Fig. 1: cells by drive strength
Scale: 6 px per micron.
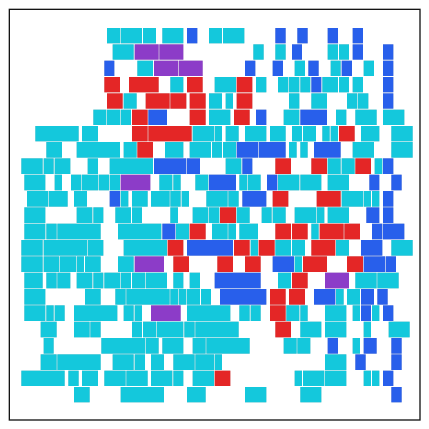
Fig. 2: met1 routing
Scale: 8 px per micron. Supply wires on this layer in gray.
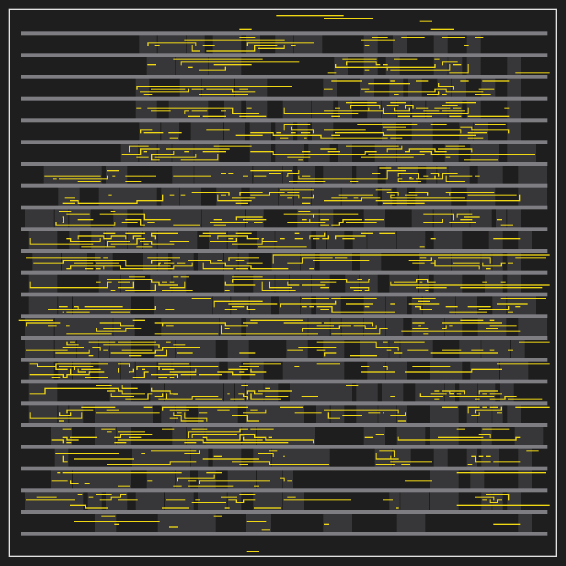
Fig. 3: I/O nets highlighted
Scale: 6 px per micron.
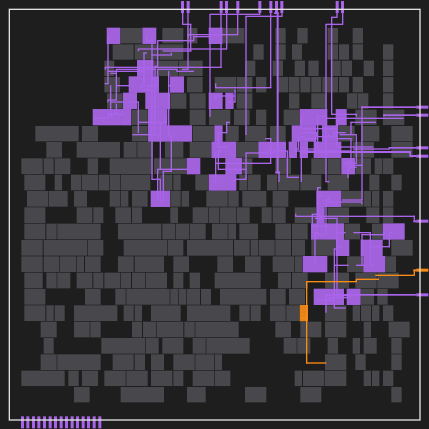
File: config.mk
export PLATFORM = sky130hd
export DESIGN_NAME = instr_sequencer
export DESIGN_NICKNAME = d
export VERILOG_FILES = /design/src/rtl/cpu_pkg.sv /design/src/rtl/reg_onehot_dec.sv /design/src/rtl/instr_sequencer.sv
export SDC_FILE = /design/constraint.sdc
export NUM_CORES = 1
export LEC_CHECK = 0
export CORE_UTILIZATION = 35
export CTS_BUF_LIST = sky130_fd_sc_hd__clkbuf_8
export CTS_CLUSTER_SIZE = 24
export DETAILED_ROUTE_END_ITERATION = 8
export PLACE_DENSITY = 0.76
export SLEW_MARGIN = 20
export SYNTH_ARGS = -nofsm -noshare
export SYNTH_HDL_FRONTEND = slang
export SYNTH_SLANG_ARGS = --single-unit
File: constraint.sdc
create_clock -name clock -period 2.09 [get_ports clock]
set_input_delay 0.3135 -clock clock [delete_from_list [all_inputs] [get_ports clock]]
set_output_delay 0.3135 -clock clock [all_outputs]
set_load 0.01 [all_outputs]
File: src/rtl/cpu_pkg.sv
// Shared control-unit definitions: opcodes, FSM states, IR field
// positions and instruction decode helpers.
package cpu_pkg;

   localparam logic [4:0] OP_ADD  = 5'b00011;
   localparam logic [4:0] OP_SUB  = 5'b00100;
   localparam logic [4:0] OP_AND  = 5'b00101;
   localparam logic [4:0] OP_OR   = 5'b00110;
   localparam logic [4:0] OP_SHR  = 5'b00111;
   localparam logic [4:0] OP_SHRA = 5'b01000;
   localparam logic [4:0] OP_SHL  = 5'b01001;
   localparam logic [4:0] OP_ROR  = 5'b01010;
   localparam logic [4:0] OP_ROL  = 5'b01011;
   localparam logic [4:0] OP_MUL  = 5'b01111;
   localparam logic [4:0] OP_DIV  = 5'b10000;

   localparam int OPC_HI = 31;
   localparam int OPC_LO = 27;
   localparam int RA_HI  = 26;
   localparam int RA_LO  = 23;
   localparam int RB_HI  = 22;
   localparam int RB_LO  = 19;
   localparam int RC_HI  = 18;
   localparam int RC_LO  = 15;

   typedef enum logic [2:0] {
      S_IDLE,
      S_T0,
      S_T1,
      S_T2,
      S_T3,
      S_T4,
      S_T5,
      S_T6
   } state_t;

   function automatic logic is_muldiv(input logic [4:0] op);
      return (op == OP_MUL) || (op == OP_DIV);
   endfunction

   function automatic logic is_legal(
      input logic [4:0]  op,
      input logic [3:0]  ra,
      input logic [3:0]  rb,
      input logic [3:0]  rc,
      input int unsigned nregs
   );
      logic op_ok;
      case (op)
         OP_ADD, OP_SUB, OP_AND, OP_OR,
         OP_SHR, OP_SHRA, OP_SHL, OP_ROR,
         OP_ROL, OP_MUL, OP_DIV: op_ok = 1'b1;
         default:                op_ok = 1'b0;
      endcase
      return op_ok
         && (32'(ra) < nregs)
         && (32'(rb) < nregs)
         && (32'(rc) < nregs);
   endfunction

endpackage

File: src/rtl/reg_onehot_dec.sv
// Register index to one-hot strobe; indices past NUM_REGS
// decode to all zeros.
module reg_onehot_dec #(
   parameter int NUM_REGS = 16
) (
   input  logic [3:0]          idx,
   input  logic                en,
   output logic [NUM_REGS-1:0] onehot
);

   always_comb begin
      onehot = '0;
      for (int i = 0; i < NUM_REGS; i++) begin
         if (en && (idx == 4'(i)))
            onehot[i] = 1'b1;
      end
   end

endmodule

File: src/rtl/instr_sequencer.sv
// Fetch/execute control sequencer for the bus datapath with
// memory-latency handshake and completed-instruction counter.
module instr_sequencer
   import cpu_pkg::*;
#(
   parameter int NUM_REGS = 16,
   parameter int OP_W     = 5,
   parameter int DATA_W   = 32,
   parameter int CNT_W    = 16
) (
   input  logic                clock,
   input  logic                clear,
   input  logic                run,
   input  logic [DATA_W-1:0]   ir,
   input  logic                mem_done,
   output logic                pc_out,
   output logic                mar_in,
   output logic                inc_pc,
   output logic                pc_in,
   output logic                read,
   output logic                mdr_in,
   output logic                mdr_out,
   output logic                ir_in,
   output logic                y_in,
   output logic                zlow_in,
   output logic                zhigh_in,
   output logic                zlo_out,
   output logic                zhi_out,
   output logic                hi_in,
   output logic                lo_in,
   output logic [NUM_REGS-1:0] reg_in,
   output logic [NUM_REGS-1:0] reg_out,
   output logic [OP_W-1:0]     alu_op,
   output logic                busy,
   output logic                done,
   output logic                illegal,
   output logic [CNT_W-1:0]    instr_count
);

   state_t     state, state_nx;
   logic [4:0] opc;
   logic [3:0] ra, rb, rc;
   logic [3:0] rout_idx;
   logic       rin_en, rout_en;
   logic       legal, md;
   logic       unused_ir;

   assign opc       = ir[OPC_HI:OPC_LO];
   assign ra        = ir[RA_HI:RA_LO];
   assign rb        = ir[RB_HI:RB_LO];
   assign rc        = ir[RC_HI:RC_LO];
   assign unused_ir = ^ir[RC_LO-1:0];
   assign legal     = is_legal(opc, ra, rb, rc, NUM_REGS);
   assign md        = is_muldiv(opc);
   assign busy      = (state != S_IDLE);

   always_ff @(posedge clock) begin
      if (clear) begin
         state       <= S_IDLE;
         instr_count <= '0;
      end else begin
         state <= state_nx;
         if (done)
            instr_count <= instr_count + CNT_W'(1);
      end
   end

   always_comb begin
      state_nx = state;
      pc_out   = 1'b0;
      mar_in   = 1'b0;
      inc_pc   = 1'b0;
      pc_in    = 1'b0;
      read     = 1'b0;
      mdr_in   = 1'b0;
      mdr_out  = 1'b0;
      ir_in    = 1'b0;
      y_in     = 1'b0;
      zlow_in  = 1'b0;
      zhigh_in = 1'b0;
      zlo_out  = 1'b0;
      zhi_out  = 1'b0;
      hi_in    = 1'b0;
      lo_in    = 1'b0;
      alu_op   = '0;
      done     = 1'b0;
      illegal  = 1'b0;
      rin_en   = 1'b0;
      rout_en  = 1'b0;
      rout_idx = rb;
      unique case (state)
         S_IDLE: begin
            if (run)
               state_nx = S_T0;
         end
         S_T0: begin
            pc_out   = 1'b1;
            mar_in   = 1'b1;
            inc_pc   = 1'b1;
            zlow_in  = 1'b1;
            state_nx = S_T1;
         end
         S_T1: begin
            zlo_out = 1'b1;
            pc_in   = 1'b1;
            read    = 1'b1;
            mdr_in  = 1'b1;
            if (mem_done)
               state_nx = S_T2;
         end
         S_T2: begin
            mdr_out  = 1'b1;
            ir_in    = 1'b1;
            state_nx = S_T3;
         end
         S_T3: begin
            if (!legal) begin
               illegal  = 1'b1;
               state_nx = S_IDLE;
            end else begin
               rout_en  = 1'b1;
               y_in     = 1'b1;
               state_nx = S_T4;
            end
         end
         S_T4: begin
            rout_en  = 1'b1;
            rout_idx = rc;
            alu_op   = OP_W'(opc);
            zlow_in  = 1'b1;
            zhigh_in = md;
            state_nx = S_T5;
         end
         S_T5: begin
            zlo_out = 1'b1;
            if (md) begin
               lo_in    = 1'b1;
               state_nx = S_T6;
            end else begin
               rin_en   = 1'b1;
               done     = 1'b1;
               state_nx = run ? S_T0 : S_IDLE;
            end
         end
         S_T6: begin
            zhi_out  = 1'b1;
            hi_in    = 1'b1;
            done     = 1'b1;
            state_nx = run ? S_T0 : S_IDLE;
         end
         default: state_nx = S_IDLE;
      endcase
   end

   reg_onehot_dec #(.NUM_REGS(NUM_REGS)) u_reg_in_dec (
      .idx    (ra),
      .en     (rin_en),
      .onehot (reg_in)
   );

   reg_onehot_dec #(.NUM_REGS(NUM_REGS)) u_reg_out_dec (
      .idx    (rout_idx),
      .en     (rout_en),
      .onehot (reg_out)
   );

endmodule

==> impl_metrics.json <==
{
  "status": "finished with violations",
  "violations": "negative setup slack",
  "ys_types": 39,
  "worstMarginPinSlew_ps": 381,
  "setup_tns_ps": -3.57,
  "crit_slowest_cell": "or4b_4",
  "dieWidth_microns": 68.2,
  "coreArea_sq_um": 4120,
  "hpwl_microns": 4160,
  "avgRoutedWirePerCell_microns": 14.3,
  "area_leaders": "dfxtp_1 (25%), a21oi_1 (11%), or4_1 (6.9%), o31ai_1 (4.9%), nor2_1 (4.6%)",
  "required_ps": 1780,
  "fp_util": 0.373,
  "via_per_inst": 5.51,
  "drc": 0,
  "synth-async-reset-ratio": 0,
  "synth_cells": 216,
  "totalWireLength_microns": 5450,
  "drtAntennaViolNets": 0,
  "htreeDepth": 1,
  "clock_path_buffers": 2,
  "relSlewSlack": 0.745,
  "dp.cells": 377,
  "die_h_microns": 68.2,
  "fp-row-count": 23,
  "finalHoldViolations": 0,
  "cts_sinks": 19,
  "grt_pass1_wl_microns": 8190,
  "fin_crit_sh": 1.00,
  "rsz0062_at_grt": "yes",
  "powerDensity_nw_per_um2": 343,
  "crit_type": "in2out",
  "gp_congestion": 0.824,
  "layout_min_cycle_time_ps": 2090,
  "root_buffer": "clkbuf_8",
  "setup_viol": 1,
  "syn_area_per_cell_sq_um": 7.10,
  "final_cells": 382,
  "min_path_type": "reg2reg",
  "clkLatencyLatePin_ps": 250,
  "critPathLaunchType": "input port",
  "mostFrequentLayoutCells": "clkdlybuf4s50_1 (49), buf_2 (36), buf_4 (35), a21oi_1 (33)",
  "edf_count": 0,
  "leakage_uw": 0.00110,
  "critPathArrivalTime_ps": 1780,
  "layout_setup_ws_ps": -3.57,
  "lay_top_count": "clkdlybuf4s50_1",
  "end_kind": "output pin",
  "ff_type": "dfxtp_1",
  "grt_max_degree": 31,
  "path_clk_slew_ps": 70,
  "clock_skew_ps": 1.99,
  "cts_tree": "yes",
  "finalNetCount": 370,
  "tool_warnings": 42,
  "num_vias": 2103,
  "ys_seq_frac": 0.248,
  "syn_to_final_growth_pct": 73.4,
  "yosys_cells": 216,
  "synth.top_cell.area_share": 0.248,
  "yosys_warnings": 0
}
Back to the opening pictures, Fig. 1:
- drive 3 to 4: red (cells 42; most used buf_4)
- drive 2: blue (cells 58; most used buf_2)
- drive 1 or less: cyan (cells 224; most used clkdlybuf4s50_1)
- drive 6 and up: purple (cells 8; most used buf_6)

Back to the opening pictures, Fig. 2:
- wire length on this layer: 2280 microns
- main direction: horizontal
- longest straight run: 34.5 microns
- nets with wire on the layer: 314

Back to the opening pictures, Fig. 3:
- pc_out: orange (direction output; edge right; end cells 1; buffers 1; wire 37.6 microns)
- ir: purple (direction input; edge 15 bottom, 11 top, 6 right; end cells 45; buffers 25; wire 793 microns)
IO buf count: 91
I/O pin count: 107

## what timing repair did
item | 4_1_cts | 5_1_grt
hold buffers | 0 | 0
hold endpoints to repair | 0 | 0
pin swaps | 39 | 10
setup endpoints to repair | 45 | 24
buffers inserted | 2 | 0
resized | 183 | 9
## stage by stage
step           cell area [sq um]  power (uW)  worst slack [ps]  utilization
2_1_floorplan               1530         496               114            -
4_1_cts                     2640         913              3.81        0.641
3_3_place_gp                2680         654              -772        0.651
5_1_grt                     2660         959             -91.6        0.646
6_report                    2660         914             -3.57        0.646
3_5_place_dp                2680         660              -760        0.651
## metal layers
| layer | track usage | part of all wire | up-vias |
|---|---|---|---|
| li1 | - | - | 1035 |
| met5 | 0 | 0 | - |
| met4 | 0.0625 | 0.014 | 0 |
| met2 | 0.418 | 0.51 | 71 |
| met3 | 0.0300 | 0.061 | 8 |
| met1 | 0.279 | 0.42 | 989 |
## kinds of logic after synthesis
group,synth area share
AND-OR/OR-AND,0.258
XOR/XNOR,0.00571
adder cells (fa/ha/maj),0.00816
buffers and inverters,0.0897
flip-flops,0.248
multiplexers,0.00653
AND/OR/NAND/NOR,0.384
## power breakdown
part / leakage (uW) / internal (uW) / switching [uW]
clock network: 0.0000255 / 132 / 118
logic: 0.000922 / 163 / 124
registers: 0.000155 / 369 / 6.26
## worst max-delay path, delay by kind of cell
family / cells / cell delay [ps]
AND-OR/OR-AND: 3 / 500
buffers and inverters: 3 / 400
AND/OR/NAND/NOR: 1 / 570
## synth_stat cells (5+ instances only)
library cell and number:
o21ai_0 6, a21oi_1 34, dfxtp_1 19, nand2_1 10, nand3_1 7, or3_1 6
a31oi_1 5, nand2b_1 6, buf_4 6, clkbuf_1 6, inv_1 10, nor2_1 19
and2_1 9, or4_1 14, nor3_1 8, o31ai_1 10
## registers in the layout (all words and copies together), names as in the netlist
signal	cells
instr_count	16
state	3
## worst paths after layout
kind	cells past startpoint	slack, ps	from	to
worst min register to register	2	480	instr_count[15]	instr_count[15]
worst max register to register	7	270	state[1]	instr_count[10]
worst max-delay path	7	-4	ir[27]	reg_out[15]
worst min-delay path	2	480	instr_count[15]	instr_count[15]
## layout make-up
| cell class | count | area, sq um |
|---|---|---|
| fill | 386 | 1460 |
| multi-input combinational | 171 | 1110 |
| timing repair buffer | 128 | 1020 |
| sequential | 19 | 384 |
| tap | 50 | 62.6 |
| clock buffer | 3 | 41.3 |
| inverter | 10 | 37.5 |
| clock inverter | 1 | 5.00 |
Power figures rest on the tool's default switching activity, not on a simulated workload.
